[config.mk]
export PLATFORM = sky130hd
export DESIGN_NAME = dvi_link_sequencer
export DESIGN_NICKNAME = d
export VERILOG_FILES = /design/src/rtl/dvi_link_sequencer.sv
export SDC_FILE = /design/constraint.sdc
export NUM_CORES = 1
export LEC_CHECK = 0
export CORE_MARGIN = 4
export CORE_UTILIZATION = 39
export DETAILED_ROUTE_END_ITERATION = 12
export GPL_TIMING_DRIVEN = 0
export PLACE_DENSITY = 0.86
export SLEW_MARGIN = 10
export SYNTH_ARGS = -nofsm -noshare
export SYNTH_HDL_FRONTEND = slang
export SYNTH_SLANG_ARGS = --single-unit
[constraint.sdc]
create_clock -name clk_pix -period 1.9 [get_ports clk_pix]
set_clock_uncertainty 0.05 [all_clocks]
set_input_delay 0.19 -clock clk_pix [delete_from_list [all_inputs] [get_ports clk_pix]]
set_output_delay 0.19 -clock clk_pix [all_outputs]
set_load 0.005 [all_outputs]
[src/rtl/dvi_link_sequencer.sv]
`default_nettype none
// ============================================================================
// Module   : dvi_link_sequencer
// Brief    : Bring-up/teardown sequencer for a 3-lane DVI/TMDS link (pixel
//            clock domain). Optional lock-loss counter: DVI_SEQ_LOSS_COUNT_EN.
// Revision : 1.0 - initial release
// ============================================================================
module dvi_link_sequencer #(
    parameter int LOCK_FILTER   = 64,
    parameter int RESET_CYCLES  = 16,
    parameter int SETTLE_CYCLES = 1024,
    parameter int W_CTR         = 16
) (
    input  logic        clk_pix,
    input  logic        rst_pix,
    input  logic        enable,
    input  logic        pll_locked,
    input  logic        frame_start,
    input  logic [29:0] tmds_in,
    output logic [29:0] tmds_out,
    output logic [9:0]  tmds_clk_out,
    output logic        ser_rst_n,
    output logic        link_up,
    output logic [2:0]  state
`ifdef DVI_SEQ_LOSS_COUNT_EN
    ,
    output logic [7:0]  lock_loss_count
`endif
);

    localparam logic [2:0] S_OFF        = 3'd0;
    localparam logic [2:0] S_WAIT_LOCK  = 3'd1;
    localparam logic [2:0] S_SER_RESET  = 3'd2;
    localparam logic [2:0] S_SETTLE     = 3'd3;
    localparam logic [2:0] S_WAIT_FRAME = 3'd4;
    localparam logic [2:0] S_ACTIVE     = 3'd5;

    localparam logic [9:0]       c_ctrl        = 10'b1101010100;
    localparam logic [9:0]       c_clkpat      = 10'b0000011111;
    localparam logic [W_CTR-1:0] c_lock_last   = W_CTR'(LOCK_FILTER - 1);
    localparam logic [W_CTR-1:0] c_reset_last  = W_CTR'(RESET_CYCLES - 1);
    localparam logic [W_CTR-1:0] c_settle_last = W_CTR'(SETTLE_CYCLES - 1);

    logic [2:0]       r_state;
    logic [2:0]       w_state_nxt;
    logic [W_CTR-1:0] r_ctr;
    logic [W_CTR-1:0] w_ctr_nxt;
    logic             w_lock_loss;

    logic [29:0]      r_tmds;
    logic [29:0]      w_tmds_nxt;
    logic [9:0]       r_clk_sym;
    logic [9:0]       w_clk_sym_nxt;
    logic             r_ser_rst_n;
    logic             w_ser_rst_n_nxt;
    logic             r_link_up;
    logic             w_link_up_nxt;

    // Lock loss only counts once serialisers have been released from WAIT_LOCK.
    assign w_lock_loss = enable && !pll_locked &&
                         ((r_state == S_SER_RESET) || (r_state == S_SETTLE) ||
                          (r_state == S_WAIT_FRAME) || (r_state == S_ACTIVE));

    always_ff @(posedge clk_pix) begin
        if (rst_pix) begin
            r_state     <= S_OFF;
            r_ctr       <= '0;
            r_tmds      <= {3{c_ctrl}};
            r_clk_sym   <= '0;
            r_ser_rst_n <= 1'b0;
            r_link_up   <= 1'b0;
        end else begin
            r_state     <= w_state_nxt;
            r_ctr       <= w_ctr_nxt;
            r_tmds      <= w_tmds_nxt;
            r_clk_sym   <= w_clk_sym_nxt;
            r_ser_rst_n <= w_ser_rst_n_nxt;
            r_link_up   <= w_link_up_nxt;
        end
    end

    always_comb begin
        w_state_nxt = r_state;
        w_ctr_nxt   = r_ctr;
        if (!enable) begin
            w_state_nxt = S_OFF;
            w_ctr_nxt   = '0;
        end else if (w_lock_loss) begin
            w_state_nxt = S_WAIT_LOCK;
            w_ctr_nxt   = '0;
        end else begin
            case (r_state)
                S_OFF: begin
                    w_state_nxt = S_WAIT_LOCK;
                    w_ctr_nxt   = '0;
                end
                S_WAIT_LOCK: begin
                    if (!pll_locked) begin
                        w_ctr_nxt = '0;
                    end else if (r_ctr == c_lock_last) begin
                        w_state_nxt = S_SER_RESET;
                        w_ctr_nxt   = '0;
                    end else begin
                        w_ctr_nxt = r_ctr + 1'b1;
                    end
                end
                S_SER_RESET: begin
                    if (r_ctr == c_reset_last) begin
                        w_state_nxt = S_SETTLE;
                        w_ctr_nxt   = '0;
                    end else begin
                        w_ctr_nxt = r_ctr + 1'b1;
                    end
                end
                S_SETTLE: begin
                    if (r_ctr == c_settle_last) begin
                        w_state_nxt = S_WAIT_FRAME;
                        w_ctr_nxt   = '0;
                    end else begin
                        w_ctr_nxt = r_ctr + 1'b1;
                    end
                end
                S_WAIT_FRAME: begin
                    if (frame_start) begin
                        w_state_nxt = S_ACTIVE;
                    end
                end
                S_ACTIVE: begin
                    w_state_nxt = S_ACTIVE;
                end
                default: begin
                    w_state_nxt = S_OFF;
                    w_ctr_nxt   = '0;
                end
            endcase
        end
    end

    // Outputs are computed from the next state so they change with the state register.
    always_comb begin
        w_ser_rst_n_nxt = !((w_state_nxt == S_OFF) || (w_state_nxt == S_WAIT_LOCK) ||
                            (w_state_nxt == S_SER_RESET));
        w_clk_sym_nxt   = ((w_state_nxt == S_SETTLE) || (w_state_nxt == S_WAIT_FRAME) ||
                           (w_state_nxt == S_ACTIVE)) ? c_clkpat : 10'd0;
        w_link_up_nxt   = (w_state_nxt == S_ACTIVE);
        w_tmds_nxt      = (w_state_nxt == S_ACTIVE) ? tmds_in : {3{c_ctrl}};
    end

`ifdef DVI_SEQ_LOSS_COUNT_EN
    logic [7:0] r_loss_cnt;

    always_ff @(posedge clk_pix) begin
        if (rst_pix) begin
            r_loss_cnt <= '0;
        end else if (w_lock_loss && (r_loss_cnt != 8'hFF)) begin
            r_loss_cnt <= r_loss_cnt + 8'd1;
        end
    end

    assign lock_loss_count = r_loss_cnt;
`endif

    assign state        = r_state;
    assign tmds_out     = r_tmds;
    assign tmds_clk_out = r_clk_sym;
    assign ser_rst_n    = r_ser_rst_n;
    assign link_up      = r_link_up;

endmodule
`default_nettype wire

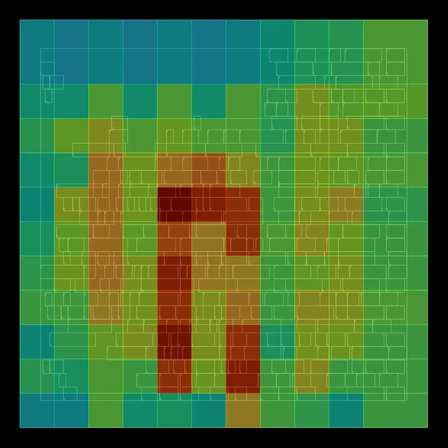
Figure 1: routing congestion.
Util after Layout: 65.8%
grt met1 use: 19.6%
met2 Use GR: 28.1%
WL per Instance: 15.0 um

==> results.toml <==
# implementation run metrics
[synth]
yosysUniqueCellTypes = 39
adder_share_pct = 2.94
async_flop_share_pct = 0
ys_cells = 225
netlist_area_mm2 = 0.00213
synth-warning-count = 0
postSynthCellCount = 225
mux_share_pct = 0
synthXorXnorAreaFrac_pct = 2.47
area_leaders = "dfxtp_1 49%, nand2b_1 5.3%, and2_1 4.7%, buf_4 3.9%, nand3_1 3.8%"
numSynthFlops = 52
aoi_share_pct = 10.2
syn_avg_cell_area_um2 = 9.46
synth-edff-count = 0

[critical_path]
crit_end = "tmds_out[25]"
r2r_end = "tmds_out[25]"
critPathMaxStageDelay_ns = 0.40
crit_type = "reg2reg"
cp-startpoint = "r_ctr[13]"
crit_path_top_delay_cell = "o31a_1"
cp-end-kind = "register"
critPathBufInv = 1
r2r_slack_ns = -0.20
rr_startpoint = "r_ctr[13]"
critPathTopFamily = "simple AND/OR/NAND/NOR gates"
start_kind = "register"
crit_chain = "nor4_4 > nand3_2 > o31a_1 > nor3_4 > and3_4 > buf_6 > and2_1"
worstPathMaxFanout = 10

[power_and_ir_drop]
pg_comb_w = 0.000105
seq_cell_power_w = 0.00108
clkPwrFrac_pct = 39.4
pwr-share-comb_pct = 5.3
power_leader = "sequential cells"
swShare_pct = 20.6
cellLeakagePower_nw = 1.23

[placed_design]
dp_cells = 373
port_buffers = 74
placement.cell_area_mm2 = 0.00301
gp_congestion = 0.878

[sta]
setup_viol = 50
drv_slew = 0
holdWs_ns = 0.383
finalCriticalPeriod_ns = 2.10
fin_setup_tns_ns = -7.56
finalHoldViolCount = 0
fin_ws_ns = -0.199
max_freq_mhz = 476

[floorplanning]
die_width_um = 81.9
core_mm2 = 0.00520
taps = 70
pin_count = 80
fp-utilization_pct = 40.9
die-area_mm2 = 0.00671

[clock_network]
cts_tree = "yes"
ctsRootBufferMaster = "clkbuf_8"
cts_setup_buffers = 7
cts_buffers = 5
htree_levels = 2
post_cts_resized = 42
clockBufferDepth = 2

[cells_and_area]
seqCellArea_mm2 = 0.00106
layout_top_cells = "74 x clkdlybuf4s50_1, 44 x dfxtp_1, 19 x nand2_1"
largest_reg_flops = 30
drive_gt1_share_pct = 24.8
combGateArea_mm2 = 0.00117
layoutNonFillerInstCount = 392
fill_cells = 392
nMultiInputCombCells = 156
clk_share_pct = 3.36
nClkBuffers = 5
sh_comb_area_pct = 34.3

[global_route]
grt_pass1_wl_um = 8260
grt.busiest_layer = "met2"
globalRouteOverflowTotal = 0

[routing]
wl_met2_um = 2820
drtIter0Drc = 70
antenna_left = 0
wl_met3_um = 479
maxUsedRoutingLayer = "met4"
drtPass1Iterations = 4

[status]
violations = "negative setup slack"
outcome = "finished, violations left"

[run]
drv_cap = 0

[min_path]
hold_path.class = "in2reg"
min_from = "tmds_in[8]"
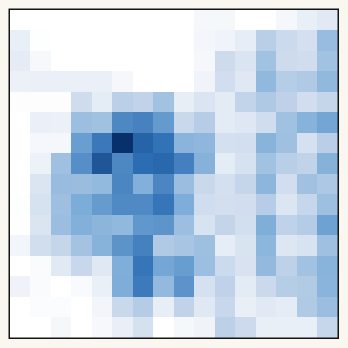
Figure 2: wire density map.
Scale: 4 px per um. 16 x 16 tiles, from white (low) to dark blue (high), scaled to the fullest tile. Values are wire area over tile area, all layers added.
The mean over all tiles is 0.14. The fullest tile reaches 0.58. The emptiest ninth of the die: upper left. 18% of the tiles are nearly empty. 12% of the tiles are over half the peak. The densest ninth of the die: centre.
GRT Total Usage: 15.8%
routed via count: 1992
Routed WL: 5870 um

Power is estimated from default activity; no workload was simulated.
